--- config.mk ---
export PLATFORM = sky130hd
export DESIGN_NAME = instruction_fetch_unit
export DESIGN_NICKNAME = d
export VERILOG_FILES = /design/src/rtl/fetch_pkg.sv /design/src/rtl/if_id_register.sv /design/src/rtl/instruction_fetch_unit.sv
export SDC_FILE = /design/constraint.sdc
export NUM_CORES = 1
export LEC_CHECK = 0
export ABC_CLOCK_PERIOD_IN_PS = 6300
export CAP_MARGIN = 10
export CORE_MARGIN = 3
export CORE_UTILIZATION = 50
export DETAILED_ROUTE_END_ITERATION = 6
export MAX_ROUTING_LAYER = met4
export PLACE_DENSITY_LB_ADDON = 0.08
export SLEW_MARGIN = 20
export SYNTH_ARGS = -nofsm -noshare
export SYNTH_HDL_FRONTEND = slang
export SYNTH_SLANG_ARGS = --single-unit
--- constraint.sdc ---
create_clock -name clk -period 6.3 [get_ports clk]
set_clock_uncertainty 0.1 [all_clocks]
set_input_delay 1.26 -clock clk [delete_from_list [all_inputs] [get_ports clk]]
set_output_delay 1.26 -clock clk [all_outputs]
set_load 0.02 [all_outputs]
--- src/rtl/fetch_pkg.sv ---
// Shared types and default encodings for the fetch stage.
// No logic; the helper keeps PC arithmetic modulo 2^32 in one place.
package fetch_pkg;

    typedef enum logic [1:0] {
        RUN   = 2'd0,
        HALT  = 2'd1,
        FAULT = 2'd2
    } fetch_state_t;

    localparam logic [31:0] DEFAULT_RESET_PC  = 32'h0000_0000;
    localparam logic [31:0] DEFAULT_HALT_WORD = 32'hFFFF_FFFF;
    localparam logic [31:0] DEFAULT_NOP_WORD  = 32'h0000_0013;

    function automatic logic [31:0] pc_plus4(input logic [31:0] pc);
        return pc + 32'd4;
    endfunction

endpackage

--- src/rtl/if_id_register.sv ---
// IF/ID pipeline register: holds the fetched word, its PC and link value.
// Latency 1 cycle from load; flush beats load, neither means hold (stall).
module if_id_register
    import fetch_pkg::*;
#(
    parameter logic [31:0] NOP_WORD = DEFAULT_NOP_WORD
) (
    input  logic        clk,
    input  logic        rst_n,
    input  logic        load,
    input  logic        flush,
    input  logic [31:0] instruction,
    input  logic [31:0] pc,
    output logic        valid,
    output logic [31:0] instruction_q,
    output logic [31:0] pc_q,
    output logic [31:0] pc_plus4_q
);

    always_ff @(posedge clk or negedge rst_n) begin
        if (!rst_n) begin
            valid         <= 1'b0;
            instruction_q <= NOP_WORD;
            pc_q          <= 32'h0;
            pc_plus4_q    <= 32'h0;
        end else if (flush) begin
            // PC fields are left alone: only the word and valid describe a bubble
            valid         <= 1'b0;
            instruction_q <= NOP_WORD;
        end else if (load) begin
            valid         <= 1'b1;
            instruction_q <= instruction;
            pc_q          <= pc;
            pc_plus4_q    <= pc_plus4(pc);
        end
    end

endmodule

--- src/rtl/instruction_fetch_unit.sv ---
// Fetch stage: owns the PC, captures the memory word into IF/ID, handles redirect and halt.
// Latency: word at pc appears on idInstruction 1 cycle later; idValid && !idReady stalls pc and IF/ID.
// FETCH_MISALIGN_TRAP_EN adds a FAULT state and fetchFault on misaligned redirect targets.
module instruction_fetch_unit
    import fetch_pkg::*;
#(
    parameter logic [31:0] RESET_PC  = DEFAULT_RESET_PC,
    parameter logic [31:0] HALT_WORD = DEFAULT_HALT_WORD,
    parameter logic [31:0] NOP_WORD  = DEFAULT_NOP_WORD
) (
    input  logic        clk,
    input  logic        rst_n,
    output logic [31:0] instructionAddress,
    input  logic [31:0] instruction,
    input  logic        redirectValid,
    input  logic [31:0] redirectTarget,
    input  logic        idReady,
    output logic        idValid,
    output logic [31:0] idInstruction,
    output logic [31:0] idPc,
    output logic [31:0] idPcPlus4,
`ifdef FETCH_MISALIGN_TRAP_EN
    output logic        fetchFault,
`endif
    output logic        halted
);

    fetch_state_t state;
    logic [31:0]  pc;
    logic         stall;
    logic         is_halt_word;
    logic         take_redirect;
    logic         if_load;
    logic         if_flush;

`ifdef FETCH_MISALIGN_TRAP_EN
    logic         misaligned;
    assign misaligned = |redirectTarget[1:0];
`else
    logic [31:0]  aligned_target;
    assign aligned_target = redirectTarget & ~32'd3;
`endif

    assign instructionAddress = pc;
    assign stall         = idValid && !idReady;
    assign is_halt_word  = (instruction == HALT_WORD);
    assign take_redirect = redirectValid && (state != FAULT);

    // Redirect flushes even while stalled; halt word is squashed into a bubble.
    assign if_flush = take_redirect || ((state == RUN) && !stall && is_halt_word);
    assign if_load  = (state == RUN) && !redirectValid && !stall && !is_halt_word;

    always_ff @(posedge clk or negedge rst_n) begin
        if (!rst_n) begin
            pc     <= RESET_PC;
            state  <= RUN;
            halted <= 1'b0;
`ifdef FETCH_MISALIGN_TRAP_EN
            fetchFault <= 1'b0;
`endif
        end else if (take_redirect) begin
`ifdef FETCH_MISALIGN_TRAP_EN
            pc <= redirectTarget;
            if (misaligned) begin
                state      <= FAULT;
                halted     <= 1'b1;
                fetchFault <= 1'b1;
            end else begin
                state  <= RUN;
                halted <= 1'b0;
            end
`else
            pc     <= aligned_target;
            state  <= RUN;
            halted <= 1'b0;
`endif
        end else begin
            case (state)
                RUN: begin
                    if (!stall) begin
                        if (is_halt_word) begin
                            state  <= HALT;
                            halted <= 1'b1;
                        end else begin
                            pc <= pc_plus4(pc);
                        end
                    end
                end
                HALT:    ;
                FAULT:   ;
                default: state <= RUN;
            endcase
        end
    end

    if_id_register #(
        .NOP_WORD (NOP_WORD)
    ) u_if_id (
        .clk           (clk),
        .rst_n         (rst_n),
        .load          (if_load),
        .flush         (if_flush),
        .instruction   (instruction),
        .pc            (pc),
        .valid         (idValid),
        .instruction_q (idInstruction),
        .pc_q          (idPc),
        .pc_plus4_q    (idPcPlus4)
    );

endmodule
### Signal wires on met2, run 1

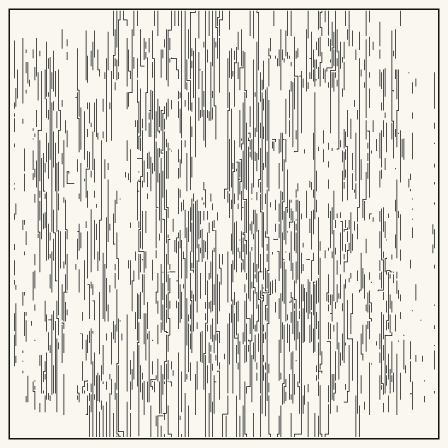
main direction: vertical
longest straight run: 40.8 microns

### Met1 routing, run 1

Bar = 20 microns. Supply wires on this layer in grey.
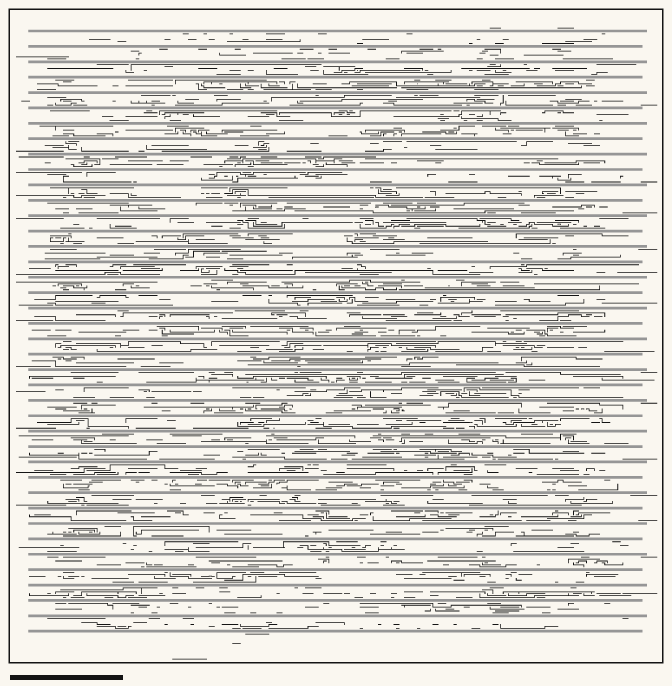
nets with wire on the layer: 729
wire length on this layer: 7420 microns
share of all routed wire: 43%

==> results.py, run 1 <==
# Flow results
metrics = {
    "timing": {
        "finalHoldWorstSlack_ns": 0.3720,
        "fmax_mhz": 284.4,
        "finalCritPeriodShare": 0.5581,
        "setup_violations": 0,
        "setup_ws_ns": 2.784,
        "slew_viol_final": 0,
        "fin_crit_ns": 3.516,
    },
    "detailed_routing": {
        "vias_per_cell": 5.668,
        "wl_per_cell_microns": 18.26,
        "drt_first_pass_iters": 5,
        "drt_first_iter_violations": 393,
    },
    "critical_path": {
        "r2r-end": "instructionAddress[20]$_DFFE_PN0P_",
        "cp-end-kind": "register",
        "cp_max_fo": 66,
        "r2r_setup_slack_ns": 3.53,
        "slowest_delay_ns": 0.60,
        "worstPathCellList": "clkdlybuf4s50_1, nand4_1, nor4_2, buf_4, a211o_4, buf_4, o21ai_0",
        "worstSetupPathType": "in -> reg",
    },
    "power_and_ir_drop": {
        "largestPowerGroup": "registers",
        "powerDensity_nw_per_um2": 295.9,
        "internal-power_mw": 1.760,
        "switching_share": 0.2910,
        "max-vdd-ir-drop_mv": 0.1996,
        "comb_power_mw": 0.553,
        "seqPwrFrac": 0.401,
    },
    "global_route": {
        "grt_pass1_vias": 5343,
        "grt_antenna_before_repair": 0,
        "globalRouteMet2Util": 0.4213,
        "grt_pass1_wl_microns": 27880,
        "use_met1": 0.3697,
        "grt_max_degree": 67,
    },
    "synth": {
        "seq_area_frac_synth": 0.5250,
        "edf_count": 0,
        "synth.top_cells.by_count": "nand2_1, dfrtp_1, o21ai_0, a22o_1, xnor2_1",
        "netlist_area_sq_um": 5966,
        "synth.distinct_cells": 49,
        "post-synth-top-count-cell": "nand2_1",
        "ys_chip_area_sq_um": 5966,
        "ys_seq_elements": 125,
        "top_area_frac": 0.5117,
        "ys_cells": 624,
        "synth_async_sr_flop_share": 1.000,
    },
    "finish": {
        "n_antenna_cell": 0,
        "largest_reg_flops": 32,
        "syn2layout_area_growth_pct": 40.65,
        "drive_gt1_frac": 0.06164,
    },
    "placed_design": {
        "postPlaceCellArea_sq_um": 7815,
        "io_buffers": 189,
        "dp_cells": 906,
    },
    "clock_tree": {
        "tritoncts": "done",
        "numCtsBuffers": 17,
    },
    "flow_run": {
        "warnings": 28,
    },
    "floorplan": {
        "dieArea_sq_um": 13280,
        "die_h_microns": 115.2,
    },
    "run_status": {
        "status": "complete, no violations",
    },
}
### The metal 4 layer, run 1

Supply wires on this layer in grey.
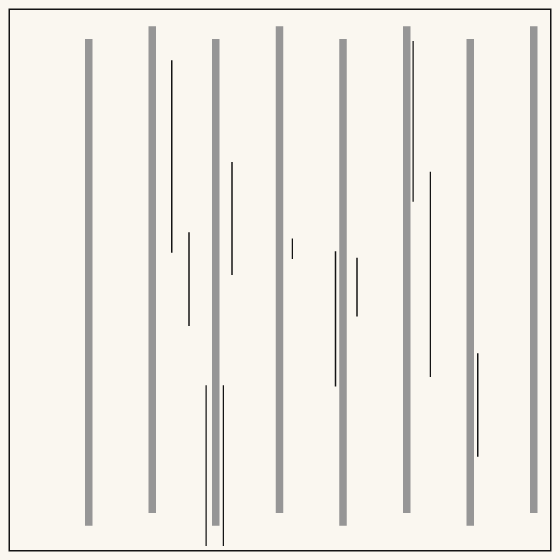
share of all routed wire: 1.7%
longest straight run: 43.5 microns
nets with wire on the layer: 8
main direction: vertical
wire length on this layer: 297 microns
WL final: 17130 microns
Via Count: 5317

run 1: layer usage:
| layer | share of wire | up-vias |
|---|---|---|
| li1 | - | 2476 |
| met1 | 0.43 | 2610 |
| met2 | 0.48 | 207 |
| met3 | 0.072 | 24 |
| met4 | 0.017 | 0 |
| met5 | 0 | - |
run 1: cells by family after synthesis:
| family | count (synthesis) | synth area share |
|---|---|---|
| simple gates | 261 | 0.2083 |
| compound gates | 126 | 0.1453 |
| flops | 125 | 0.5250 |
| buf+inv | 66 | 0.05390 |
| xor+xnor | 43 | 0.06313 |
| fa+ha+maj | 1 | 0.002097 |
| other cells | 1 | 0.0006286 |
| mux | 1 | 0.001678 |
run 1: worst max path at each step:
stage                          startpoint  slack, ns                                 end
final                     instruction[30]       2.78  u_if_id.pc_plus4_q[25]$_DFFE_PN0P_
after floorplan                   idReady       3.50  u_if_id.pc_plus4_q[20]$_DFFE_PN0P_
after CTS                 instruction[26]       2.43  u_if_id.pc_plus4_q[25]$_DFFE_PN0P_
after global placement    instruction[23]       2.07  u_if_id.pc_plus4_q[25]$_DFFE_PN0P_
after global routing      instruction[30]       2.58  u_if_id.pc_plus4_q[26]$_DFFE_PN0P_
after detailed placement  instruction[26]       2.00  u_if_id.pc_plus4_q[26]$_DFFE_PN0P_
run 1: placed cells by master, fill, tap and decap left out, drive strengths merged, types with 19 or more instances in the layout:
master         instances
nand4                 21
clkbuf                25
o21ai                 52
xnor2                 29
dfrtp                122
a22o                  29
nor2                  19
nand3                 24
clkdlybuf4s50        187
nand2                152
run 1: final cells by class:
cell class,count,area (sq um)
clock inverter,7,87.58
tap,143,178.9
inverter,6,22.52
multi-input combinational,438,2572
clock buffer,25,475.5
timing repair buffer,194,1922
fill,860,3126
sequential,125,3132
==> run 2: changes to the inputs <==
Settings changed: ABC_CLOCK_PERIOD_IN_PS 6300 to 3100, CORE_UTILIZATION 50 to 42.
Clock period 6.3 ns to 3.1 ns, I/O delays scaled along.
### Met1 routing, run 2

Bar = 50 microns. Supply wires on this layer in grey.
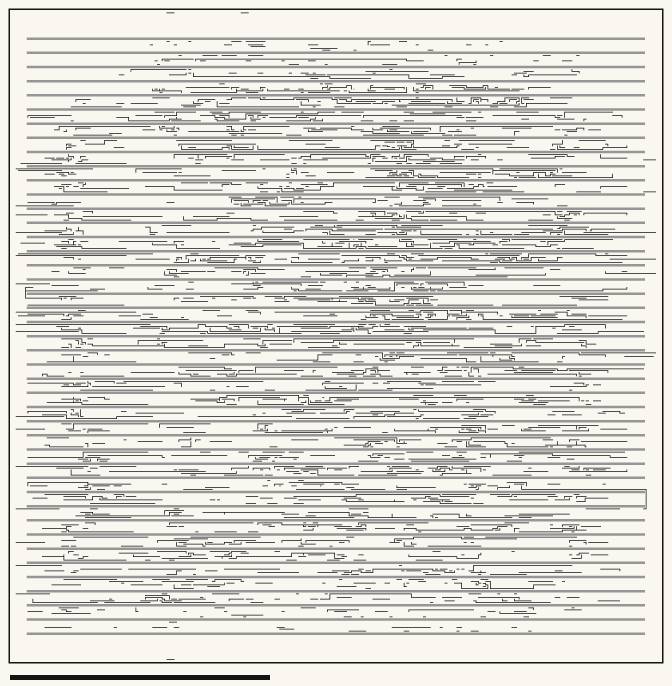
wire length on this layer: 7580 microns
longest straight run: 47.8 microns
nets with wire on the layer: 735
main direction: horizontal
share of all routed wire: 44%
met1 Use GR: 0.3038
Via Count: 5308
WL final: 17410 microns

==> results.py, run 2 <==
# Flow results
metrics = {
    "timing": {
        "setup_ws_ns": 0.4489,
        "fin_crit_ns": 2.651,
        "fmax_mhz": 377.2,
        "finalHoldWorstSlack_ns": 0.09881,
        "setup_violations": 0,
        "slew_viol_final": 0,
    },
    "finish": {
        "n_antenna_cell": 0,
        "largest_reg_flops": 32,
        "lay_top_cells": "clkdlybuf4s50_1, nand2_1, dfrtp_1, o21ai_0",
        "lay_top_count": "clkdlybuf4s50_1",
        "syn2layout_area_growth_pct": 44.36,
    },
    "critical_path": {
        "rr_startpoint": "instructionAddress[3]$_DFFE_PN0P_",
        "cp-end-kind": "register",
        "critPathLaunchType": "register",
        "cp_max_fo": 7,
        "r2r-end": "instructionAddress[20]$_DFFE_PN0P_",
        "crit_end": "instructionAddress[20]$_DFFE_PN0P_",
        "cp-startpoint": "instructionAddress[3]$_DFFE_PN0P_",
        "worstSetupPathType": "reg -> reg",
        "r2r_setup_slack_ns": 0.45,
    },
    "detailed_routing": {
        "antenna_left": 0,
        "wl_per_cell_microns": 17.73,
        "drt_first_pass_iters": 6,
        "drt_first_iter_violations": 354,
        "vias_per_cell": 5.405,
    },
    "synth": {
        "ys_cells": 624,
        "top_area_frac": 0.5117,
        "mux_area_frac": 0.001678,
        "xor_area_frac": 0.06313,
        "synth.distinct_cells": 49,
        "synth.top_cells.by_count": "nand2_1, dfrtp_1, o21ai_0, a22o_1, xnor2_1",
        "top_logic_kind": "simple AND/OR/NAND/NOR gates",
        "edf_count": 0,
        "synth_async_sr_flop_share": 1.000,
        "ys_chip_area_sq_um": 5966,
        "netlist_area_sq_um": 5966,
        "post-synth-top-count-cell": "nand2_1",
        "ys_seq_elements": 125,
        "seq_area_frac_synth": 0.5250,
        "synth-simple-area-share": 0.2083,
    },
    "power_and_ir_drop": {
        "seqPwrFrac": 0.382,
        "powerDensity_nw_per_um2": 612.2,
        "internal-power_mw": 3.741,
        "p_leak_nw": 3.586,
        "max-vdd-ir-drop_mv": 0.3006,
        "p_clk_frac": 0.399,
        "switching_share": 0.2905,
    },
    "global_route": {
        "grt_antenna_before_repair": 0,
        "grt_pass1_vias": 5378,
        "grt_pass1_wl_microns": 28350,
        "grt-ovfl-total": 0,
        "grt_max_degree": 72,
    },
    "placed_design": {
        "postPlaceCellArea_sq_um": 7980,
        "dp_cells": 950,
        "io_buffers": 189,
    },
    "flow_run": {
        "warnings": 28,
    },
    "clock_tree": {
        "clock_latency_ns": 0.42,
        "numCtsBuffers": 17,
        "tritoncts": "done",
    },
    "floorplan": {
        "io_pins": 198,
        "dieArea_sq_um": 15670,
        "die_h_microns": 125.2,
    },
    "run_status": {
        "status": "complete, no violations",
    },
}
run 2: cell count changes in the layout (fill, tap and decap cells not counted), moves of 2 or more:
| cell | delta |
|---|---|
| buf_12 | +3 |
| buf_4 | +7 |
| bufinv_16 | +2 |
| clkbuf_1 | -6 |
| clkinv_4 | +3 |
| clkinvlp_4 | +2 |
run 2: kinds of logic (layout without fill, tap and decap cells):
family | Yosys count | after routing
simple gates | 261 | 261
compound gates | 126 | 126
buf+inv | 66 | 243
mux | 1 | 1
other cells | 1 | 6
flops | 125 | 125
fa+ha+maj | 1 | 1
xor+xnor | 43 | 43
run 2: per-layer routing:
| layer | part of all wire | GRT usage | routed length (microns) |
|---|---|---|---|
| met5 | 0 | - | 0 |
| met2 | 0.47 | 0.3493 | 8122 |
| met1 | 0.44 | 0.3038 | 7580 |
| met3 | 0.075 | 0.06183 | 1299 |
| met4 | 0.023 | 0.09439 | 405 |
run 2: cell type report:
| class | count | area [sq um] |
|---|---|---|
| sequential | 125 | 3132 |
| fill | 1150 | 4946 |
| multi-input combinational | 438 | 2560 |
| clock inverter | 14 | 192.7 |
| timing repair buffer | 205 | 2046 |
| inverter | 6 | 22.52 |
| clock buffer | 18 | 439.2 |
| tap | 176 | 220.2 |
run 2: power by group through the flow:
stage                     clock [mW]  combinational [mW]  sequential (mW)
after CTS                       2.14                1.17             2.01
final                           2.10                1.16             2.01
after global routing            2.22                1.25             2.04
after floorplan                    0               0.353             2.21
after global placement             0                1.15             2.03
after detailed placement           0                1.16             2.04
run 2: worst max-delay path, stage by stage, from the launching register on:
cell	delay, ns
dfrtp_1	0.48
ha_1	0.32
and3_1	0.31
and2_0	0.47
nand3_1	0.23
or4_1	0.50
a31oi_1	0.17
==> run 3: changes to the inputs <==
Settings changed: REMOVE_ABC_BUFFERS from default to 1.
### Signal wires on met2, run 3

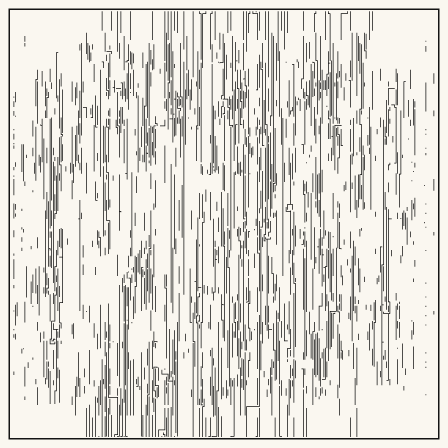
longest straight run: 68.0 microns
nets with wire on the layer: 729
share of all routed wire: 48%
WL final: 17070 microns
met2 Resource Use GR: 0.3581

==> results.py, run 3 <==
# Flow results
metrics = {
    "clock_tree": {
        "clock_latency_ns": 0.41,
        "numCtsBuffers": 17,
        "tritoncts": "done",
        "cts_hold_buffers": 0,
        "cts.sinks": 125,
        "cts_buffer_depth": 2,
    },
    "synth": {
        "ys_seq_elements": 125,
        "synth.distinct_cells": 49,
        "netlist_area_sq_um": 5966,
        "ys_cells": 624,
        "top_area_frac": 0.5117,
        "edf_count": 0,
        "ys_chip_area_sq_um": 5966,
        "synth.top_cells.by_count": "nand2_1, dfrtp_1, o21ai_0, a22o_1, xnor2_1",
        "syn_avg_cell_area_sq_um": 9.560,
        "post-synth-top-count-cell": "nand2_1",
        "synth_async_sr_flop_share": 1.000,
        "seq_area_frac_synth": 0.5250,
    },
    "global_route": {
        "grt_antenna_before_repair": 0,
        "gr-max-usage-layer": "met2",
        "use_met1": 0.2963,
        "grt-ovfl-total": 0,
        "grt_pass1_vias": 5395,
        "grt_use_total": 0.2300,
        "grt_max_degree": 73,
        "grt_pass1_wl_microns": 28160,
        "grt_use_met3": 0.06482,
    },
    "detailed_routing": {
        "wl_per_cell_microns": 17.38,
        "drc": 0,
        "vias": 5222,
        "met2_length_microns": 8269,
        "top_layer_used": "met4",
        "met3_length_microns": 1167,
        "antenna_left": 0,
        "vias_per_cell": 5.318,
        "drt_first_iter_violations": 367,
        "drt_first_pass_iters": 5,
        "drt-met1-wl_microns": 7436,
    },
    "critical_path": {
        "slowest_delay_ns": 0.49,
        "cp.required_ns": 3.33,
        "critical-path-slowest-cell": "or4_1",
        "cp-end-kind": "register",
        "worstSetupPathType": "reg -> reg",
        "critPathLaunchType": "register",
        "r2r_setup_slack_ns": 0.53,
        "worstPathCellList": "ha_1, and3_1, and2_0, nand3_1, or4_1, a31oi_1",
        "crit_family": "simple AND/OR/NAND/NOR gates",
        "cp_max_fo": 7,
        "crit_buf_inv": 0,
    },
    "finish": {
        "n_antenna_cell": 0,
        "syn2layout_area_growth_pct": 44.46,
        "lay_top_count": "clkdlybuf4s50_1",
        "lay_top_cells": "clkdlybuf4s50_1, nand2_1, dfrtp_1, o21ai_0",
        "fillCellCount": 1130,
        "largest_reg_flops": 32,
        "top_register": "u_if_id.instruction_q",
        "finish.utilization": 0.6357,
    },
    "power_and_ir_drop": {
        "powerDensity_nw_per_um2": 594.8,
        "max-vdd-ir-drop_mv": 0.3544,
        "p_leak_nw": 3.580,
        "p_total_mw": 5.127,
    },
    "placed_design": {
        "postPlaceCellArea_sq_um": 8018,
        "dp_cells": 950,
        "io_buffers": 189,
    },
    "timing": {
        "maxSlewHeadroom": 0.4424,
        "fin_crit_ns": 2.569,
        "setup_violations": 0,
        "fmax_mhz": 389.2,
        "setup_ws_ns": 0.5305,
        "finalHoldWorstSlack_ns": 0.1153,
        "slew_viol_final": 0,
    },
    "min_path": {
        "min_path_type": "in -> async",
    },
    "run_status": {
        "status": "complete, no violations",
    },
    "floorplan": {
        "io_pins": 198,
        "dieArea_sq_um": 15670,
        "die_h_microns": 125.2,
    },
    "flow_run": {
        "maxCapViolCount": 0,
        "warnings": 27,
    },
}
run 3: power breakdown:
group | internal, mW | switching (mW) | total, mW
Sequential | 1.82 | 0.175 | 2.00
Combinational | 0.555 | 0.601 | 1.16
Clock | 1.26 | 0.712 | 1.97
run 3: layout make-up:
class                           count  area (sq um)  share of cell area
Clock buffer                       21         480.5             0.05575
Clock inverter                     11         115.1             0.01336
Inverter                            6         22.52            0.002613
Multi-Input combinational cell    438          2565              0.2976
Sequential cell                   125          3132              0.3634
Tap cell                          176         220.2             0.02555
Timing Repair Buffer              205          2083              0.2417
run 3: worst reg2reg max path: stages, from the launching register on:
cell     delay, ns
dfrtp_1       0.45
ha_1          0.32
and3_1        0.31
and2_0        0.45
nand3_1       0.21
or4_1         0.49
a31oi_1       0.16
run 3: cell families after synthesis:
kind of cell | synth area share
fa+ha+maj | 0.002097
simple gates | 0.2083
flops | 0.5250
mux | 0.001678
other cells | 0.0006286
buf+inv | 0.05390
compound gates | 0.1453
xor+xnor | 0.06313
run 3: final timing paths:
path                                                   startpoint                                  to  cells past startpoint
worst max-delay path            instructionAddress[3]$_DFFE_PN0P_  instructionAddress[20]$_DFFE_PN0P_                      6
worst min-delay path                                        rst_n        u_if_id.pc_q[13]$_DFFE_PN0P_                      1
max in group asynchronous                                   rst_n  u_if_id.pc_plus4_q[23]$_DFFE_PN0P_                      2
min in group clk                     u_if_id.pc_q[21]$_DFFE_PN0P_        u_if_id.pc_q[21]$_DFFE_PN0P_                      2
worst min register to register       u_if_id.pc_q[21]$_DFFE_PN0P_        u_if_id.pc_q[21]$_DFFE_PN0P_                      2
worst max register to register  instructionAddress[3]$_DFFE_PN0P_  instructionAddress[20]$_DFFE_PN0P_                      6
Power is estimated from default activity; no workload was simulated.
